**src/rtl/rv_mul_ctrl.sv**
```systemverilog
// rv_mul_ctrl: RV64M multiply sequencer (issue, fixed-latency wait, sign fix-up, rsp handshake); MUL_FUSE_EN enables product reuse
module rv_mul_ctrl #(
  parameter int MUL_LAT = 3
) (
  input  logic         clk,
  input  logic         rstn,
  input  logic         req_vld_i,
  output logic         req_rdy_o,
  input  logic [1:0]   req_op_i,
  input  logic         req_word_i,
  input  logic [63:0]  req_rs1_i,
  input  logic [63:0]  req_rs2_i,
  input  logic [4:0]   req_rd_i,
  input  logic         flush_i,
  output logic         mul_start_o,
  output logic [63:0]  mul_op1_o,
  output logic [63:0]  mul_op2_o,
  input  logic [127:0] mul_prod_i,
  output logic         rsp_vld_o,
  input  logic         rsp_rdy_i,
  output logic [63:0]  rsp_data_o,
  output logic [4:0]   rsp_rd_o,
  output logic         busy_o
);
  typedef enum logic [1:0] {IDLE, ISSUE, WAIT, DONE} state_t;
  state_t state, state_nxt;
  logic [3:0] cnt;
  logic [1:0] op_q;
  logic word_q;
  logic accept, fin, hit;
  logic [127:0] fuse_prod;
  function automatic logic [63:0] res_f(input logic [127:0] p, input logic [1:0] op, input logic word,
                                        input logic [63:0] a, input logic [63:0] b);
    logic [63:0] hi;
    hi = p[127:64] - ((a[63] && (op[1] ^ op[0])) ? b : 64'd0) - ((b[63] && op == 2'b01) ? a : 64'd0);
    return word ? {{32{p[31]}}, p[31:0]} : (op == 2'b00) ? p[63:0] : hi;
  endfunction
  assign accept = req_vld_i & req_rdy_o & ~flush_i;
  assign fin = (state == WAIT) && (cnt == 4'd0);
`ifdef MUL_FUSE_EN
  logic fuse_vld;
  logic [63:0] fuse_a, fuse_b;
  assign hit = accept & ~req_word_i & fuse_vld & (req_rs1_i == fuse_a) & (req_rs2_i == fuse_b);
  // reuse register: remember the last full-width product and its operand pair
  always_ff @(posedge clk)
    if (!rstn) begin
      fuse_vld <= 1'b0;
      fuse_prod <= '0;
      fuse_a <= '0;
      fuse_b <= '0;
    end else if (flush_i || (accept && req_word_i)) begin
      fuse_vld <= 1'b0;
    end else if (fin && !word_q) begin
      fuse_vld <= 1'b1;
      fuse_prod <= mul_prod_i;
      fuse_a <= mul_op1_o;
      fuse_b <= mul_op2_o;
    end
`else
  assign hit = 1'b0;
  assign fuse_prod = '0;
`endif
  // state register
  always_ff @(posedge clk)
    if (!rstn) state <= IDLE;
    else state <= state_nxt;
  // next state: flush overrides everything, a reuse hit skips straight to DONE
  always_comb begin
    state_nxt = flush_i ? IDLE :
                (state == IDLE)  ? (hit ? DONE : accept ? ISSUE : IDLE) :
                (state == ISSUE) ? WAIT :
                (state == WAIT)  ? (cnt == 4'd0 ? DONE : WAIT) :
                (rsp_rdy_i ? IDLE : DONE);
  end
  // state-decoded handshake and control outputs
  always_comb begin
    req_rdy_o = state == IDLE;
    mul_start_o = state == ISSUE;
    rsp_vld_o = state == DONE;
    busy_o = state != IDLE;
  end
  // request latch, latency counter and result register
  always_ff @(posedge clk)
    if (!rstn) begin
      cnt <= '0;
      op_q <= '0;
      word_q <= 1'b0;
      mul_op1_o <= '0;
      mul_op2_o <= '0;
      rsp_data_o <= '0;
      rsp_rd_o <= '0;
    end else begin
      if (accept) begin
        op_q <= req_op_i;
        word_q <= req_word_i;
        mul_op1_o <= req_rs1_i;
        mul_op2_o <= req_rs2_i;
        rsp_rd_o <= req_rd_i;
      end
      if (state == ISSUE) cnt <= 4'(MUL_LAT - 1);
      else if (state == WAIT && cnt != 4'd0) cnt <= cnt - 4'd1;
      if (hit) rsp_data_o <= res_f(fuse_prod, req_op_i, 1'b0, req_rs1_i, req_rs2_i);
      else if (fin && !flush_i) rsp_data_o <= res_f(mul_prod_i, op_q, word_q, mul_op1_o, mul_op2_o);
    end
endmodule

```
**config.mk**
```make
export PLATFORM = sky130hd
export DESIGN_NAME = rv_mul_ctrl
export DESIGN_NICKNAME = d
export VERILOG_FILES = /design/src/rtl/rv_mul_ctrl.sv
export SDC_FILE = /design/constraint.sdc
export NUM_CORES = 1
export LEC_CHECK = 0
export ABC_AREA = 1
export CAP_MARGIN = 20
export CORE_ASPECT_RATIO = 1.5
export CORE_MARGIN = 2
export CORE_UTILIZATION = 50
export DETAILED_ROUTE_END_ITERATION = 12
export MAX_ROUTING_LAYER = met4
export PLACE_DENSITY = 0.86
export SLEW_MARGIN = 20
export SYNTH_ARGS = -nofsm -noshare
export SYNTH_HDL_FRONTEND = slang
export SYNTH_SLANG_ARGS = --single-unit
```
**constraint.sdc**
```tcl
create_clock -name clk -period 8.6 [get_ports clk]
set_clock_uncertainty 0.15 [all_clocks]
set_input_delay 1.72 -clock clk [delete_from_list [all_inputs] [get_ports clk]]
set_output_delay 1.72 -clock clk [all_outputs]
set_load 0.01 [all_outputs]
```
==> run_1/floorplan.png <==
The bar under the picture is 50 um long. Pins as bars on the die edge. Tap cells in grey.
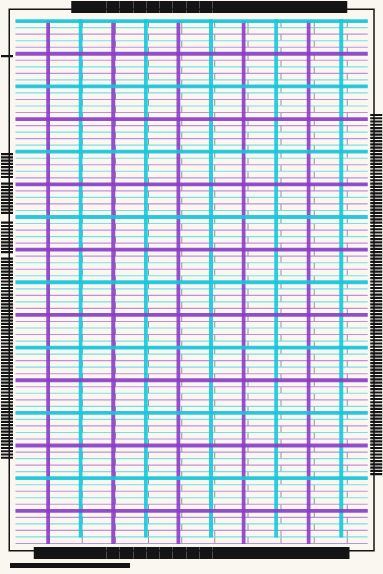
net	colour
VDD	cyan
VSS	purple
met1 rails	81
met4 straps	10
signal pins	470
die width: 151.3 um
Die Ht: 225.0 um
core area: 31,930 um2

==> run_1/util_map.png <==
The bar under the picture is 50 um long. 15 x 22 tiles, from white (low) to dark blue (high), 0 to 100% covered.
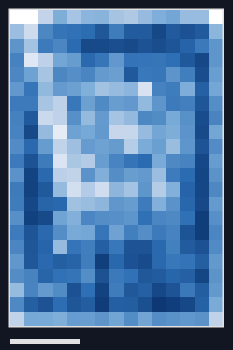
tiles over 75% full	30%
mean over tiles	63%
fullest tile	97%
nearly empty tiles	0.90%
initial core utilization: 0.5096
Core Util, Final: 0.6867

==> flow_summary.toml, run 1 <==
# synthesis and place-and-route metrics
[worst_setup_path]
rr_worst_depth = 17
crit_end = "rsp_data_o[22]"
crit_arrival_ns = 5.29
cp.depth = 15
worstSetupPathType = "in2reg"
cp_top_family = "adder cells"
critPathMaxStageDelay_ns = 0.73
r2r_end = "rsp_data_o[22]"
cpMostUsedCell = "inv_1"
path_cells = "clkdlybuf4s50_1 > inv_1 > fa_1 > inv_1 > ha_1 > inv_1 > nand2_1 > fa_1 > nand2_1 > nand3_2 > nand3_1 > nand3b_1 > xor2_1 > o21ai_1 > a21oi_1"
r2r_slack_ns = 3.78

[cts]
cts_setup_buffers = 0
cts_sinks = 206
clkLatencyLatePin_ns = 0.53
clk_pin_slew_ns = 0.07
clockRootBuffer = "clkbuf_16"

[routing]
drc_errors = 0
dr.pass1.iters = 7
wire_per_inst_um = 17.88
vias_per_cell = 5.177
drt_iter0_drc = 944
routed_wl_mm = 63.23

[power_and_ir_drop]
switching_share = 0.3338
combPwrFrac = 0.303
power_leader = "sequential cells"
powerClk_w = 0.000952
comb-power_w = 0.000864
p_int_w = 0.001900
power.density_nw_per_um2 = 130.0
p_switching_w = 0.0009520

[placed_design]
place_area_um2 = 21220
globalplace.congestion = 1.022
io_buffers = 469

[min_path]
min_to = "rsp_data_o[18]"
worstHoldPathCells = 2
min_path_type = "reg2reg"

[layout]
biggestCellCategory = "multi-input combinational cells"
diodes = 2
lay_top_count = "nand2_1"
clkCellAreaFrac = 0.03201
logic_gate_count = 1787
inv_count = 612
fin_nets = 3509
sh_seq_area = 0.1881
logic_area_um2 = 9510
synthToLayoutAreaGrowth_pct = 34.75
final_area_um2 = 21930
comb_area_share = 0.4337
signal_buffers = 480
drive_gt1_frac = 0.03840
bufAreaShareNonClock = 0.2177

[floorplanning]
ios = 470
taps = 410

[synth]
ys_types = 40
ff_type = "dfxtp_1"
syn_area_um2 = 16270
synthCells = 2696
topCellsByArea = "dfxtp_1 (25%), nand2_1 (15%), inv_1 (14%)"
yosys-stat-cells = 2696
syn_avg_cell_area_um2 = 6.036
ys_area_um2 = 16270
edf_count = 0

[sta]
min_period_ns = 4.989
fin_crit_sh = 0.5801
final_hold_viol_count = 0
relSlewSlack = 0.2881
setup-tns-final_ns = 0

[global_route]
antenna_found_initial = 1

[run_status]
status = "finished, final reports clean"

[job]
log.warning_count = 31
==> run_1/port_trees.png <==
The bar under the picture is 50 um long.
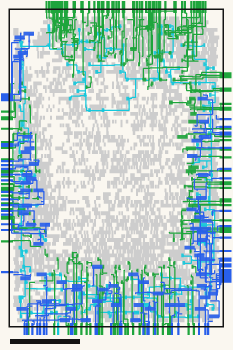
port	colour	bits	direction	edge	end cells	wire
rstn	cyan	1	input	bottom	188	1,810 um
mul_op1_o	blue	64	output	23 bottom, 22 right, 19 left	64	2,340 um
mul_prod_i	green	128	input	58 top, 27 bottom, 24 right, 19 left	131	4,590 um

-- run 1: per-stage QoR --
stage / setup WS, ns / hold slack (ns) / std cells / total power (W)
5_1_grt: 3.504 / 0.3407 / 3536 / 0.002978
6_report: 3.611 / 0.3220 / 3537 / 0.002852
2_1_floorplan: 4.373 / 0.3039 / 2696 / 0.001502
3_5_place_dp: 3.318 / 0.3111 / 3495 / 0.001903
3_3_place_gp: 3.403 / 0.3036 / 3495 / 0.001891
4_1_cts: 3.853 / 0.3208 / 3535 / 0.002850
-- run 1: cells by family after synthesis --
| group | share of synthesized area |
|---|---|
| AOI/OAI and AO/OA | 0.1462 |
| xor gates and xnor gates | 0.01722 |
| adders and majority gates | 0.1298 |
| buffers and inverters | 0.1635 |
| DFF | 0.2534 |
| and+or+nand+nor | 0.2898 |
==> run_1/placed.png <==
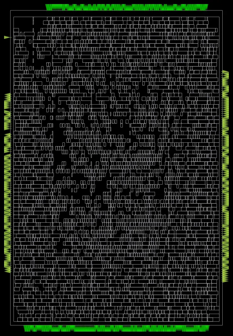

==> run 2, diff against run 1 <==
Settings changed: CORE_UTILIZATION 50 to 44, PLACE_DENSITY 0.86 to 0.8.
Clock period 8.6 ns to 4.32 ns, I/O delays scaled along.
==> run_2/placed.png <==
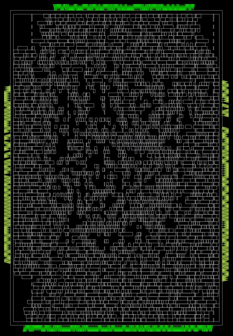
row count: 86
Flops: 206
Layout Cells excl Fill: 3,646

==> flow_summary.toml, run 2 <==
# synthesis and place-and-route metrics
[synth]
ff_type = "dfxtp_1"
yosysWarnings = 0
ys_sh_simple = 0.2898
fp_nets = 3096
ys_area_um2 = 16270
synthMuxAreaShare = 0
ys_top_logic_family = "simple AND/OR/NAND/NOR gates"
aoi_share = 0.1462
common_cells = "nand2_1 (640), inv_1 (600), nor2_1 (350), a21oi_1 (225), o21ai_0 (223)"
syn_area_um2 = 16270
fa_ha_area_frac = 0.1298
async_flop_share = 0
topCellsByArea = "dfxtp_1 (25%), nand2_1 (15%), inv_1 (14%)"
synth_xor_xnor_area_share = 0.01722
ys_types = 40
yosys-stat-cells = 2696
syn_avg_cell_area_um2 = 6.036
yosysSeqAreaShare = 0.2534
edf_count = 0
yosys.area.top_type_share = 0.2534
ys_ff = 206
synth_top_cell_by_area = "dfxtp_1"
yosysMostFrequentCell = "nand2_1"
synthCells = 2696

[layout]
lay_top_count = "nand2_1"
top_regs = "mul_op1_o x64, mul_op2_o x64, rsp_data_o x64"
diodes = 0
clockBufferCount = 33
clkCellAreaFrac = 0.03229
sh_seq_area = 0.1842
final_area_um2 = 22390
lay_top_cells = "nand2_1 (638), inv_1 (600), clkdlybuf4s50_1 (468)"
comb_area_share = 0.4260
logic_area_um2 = 9539
biggestCellCategory = "multi-input combinational cells"
drive_gt1_frac = 0.05250
signal_buffers = 519
utilization = 0.6121
inv_count = 612
fin_nets = 3548
logic_gate_count = 1787
bufAreaShareNonClock = 0.2280
flop_area_um2 = 4124
synthToLayoutAreaGrowth_pct = 37.61
fillers = 3538

[global_route]
grt_remaining_overflow = 0
grt_pass1_wl_mm = 96.77
grt_usage = 0.3334
grt_max_degree = 155
antenna_found_initial = 0
grt_pass1_vias = 18460

[power_and_ir_drop]
power.density_nw_per_um2 = 257.7
clockPowerShare = 0.339
p_seq_frac = 0.357
p_leak_nw = 10.70
ir_drop_mv = 0.2579
switching_share = 0.3268
p_switching_w = 0.001886
power_w = 0.005770
p_int_w = 0.003884
combPwrFrac = 0.304

[worst_setup_path]
cp.depth = 19
critPathBufInv = 4
cpMostUsedCell = "nand3_1"
critPathMaxFanout = 45
start_kind = "flop"
crit_slowest_cell = "fa_1"
critPathCaptureType = "flop"
crit_end = "rsp_data_o[37]"
cp_top_family = "simple AND/OR/NAND/NOR gates"
path_cells = "inv_1 > ha_1 > nand2_4 > buf_12 > nor2_1 > fa_1 > inv_1 > ha_1 > nand2_1 > nor2_1 > nand2_1 > clkinv_1 > nand3_1 > nand3b_1 > nand3_1 > nand3_1 > nand3_1 > nand2_1 > a21oi_1"
r2r_slack_ns = 0.30
worstSetupPathType = "reg2reg"
critPathLaunch = "op_q[0]"
crit_arrival_ns = 4.27
critPathMaxStageDelay_ns = 0.51
rr_worst_depth = 19
cp.required_ns = 4.58
timing.rr.start = "op_q[0]"
r2r_end = "rsp_data_o[37]"

[cts]
tritoncts = "yes"
clkLatencyLatePin_ns = 0.54
cts_setup_buffers = 0
cts_sinks = 206
clockRootBuffer = "clkbuf_16"
cts_resized = 0
clk_pin_slew_ns = 0.06
ctsHoldBuffers = 0
cts_buffers = 22
cts_max_level = 1
clk_path_buf_depth = 3

[min_path]
hp-start = "rsp_data_o[22]"
worstHoldPathCells = 2
min_path_type = "reg2reg"
min_to = "rsp_data_o[22]"

[sta]
tightestPinTransition_ns = 0.8707
final_hold_viol_count = 0
min_period_ns = 4.017
whs_ns = 0.3154
finalMaxSlewViolations = 0
setup_violations = 0
relSlewSlack = 0.4196
fmax_ghz = 0.2490
fin_ws_ns = 0.3035
fin_crit_sh = 0.9298
setup-tns-final_ns = 0

[floorplanning]
core_um2 = 36590
die_h_um = 239.5
die_w_um = 161.0
initCoreUtil = 0.4448
taps = 484
ios = 470
fp.dieArea_um2 = 38570

[routing]
num_vias = 18130
drt_iter0_drc = 1016
drc_errors = 0
vias_per_cell = 4.973
routed_wl_mm = 63.51
ant_nets = 0
dr.pass1.iters = 7
wire_per_inst_um = 17.42

[placed_design]
dpl_worst_slack_ns = -0.1542
place_inst = 3608
globalplace.congestion = 0.9703
dpl.hpwl_mm = 51.92
io_buffers = 469
place_area_um2 = 21640

[run_status]
status = "finished, final reports clean"

[job]
drv_cap = 0
log.warning_count = 30
[run 2: power groups by stage]
| stage | combinational (W) | clock (W) | sequential (W) |
|---|---|---|---|
| after floorplan | 0.000854 | 0 | 0.00214 |
| after global placement | 0.00172 | 0 | 0.00210 |
| after detailed placement | 0.00173 | 0 | 0.00210 |
| after CTS | 0.00175 | 0.00198 | 0.00206 |
| after global routing | 0.00192 | 0.00205 | 0.00207 |
| final | 0.00176 | 0.00195 | 0.00206 |
[run 2: routing by layer]
metal	track usage	part of all wire	up-vias
met4	0.2470	0.089	0
met5	-	0	-
met2	0.6276	0.53	627
li1	-	-	9017
met3	0.03411	0.045	238
met1	0.3102	0.34	8249
Power is estimated from default activity; no workload was simulated.
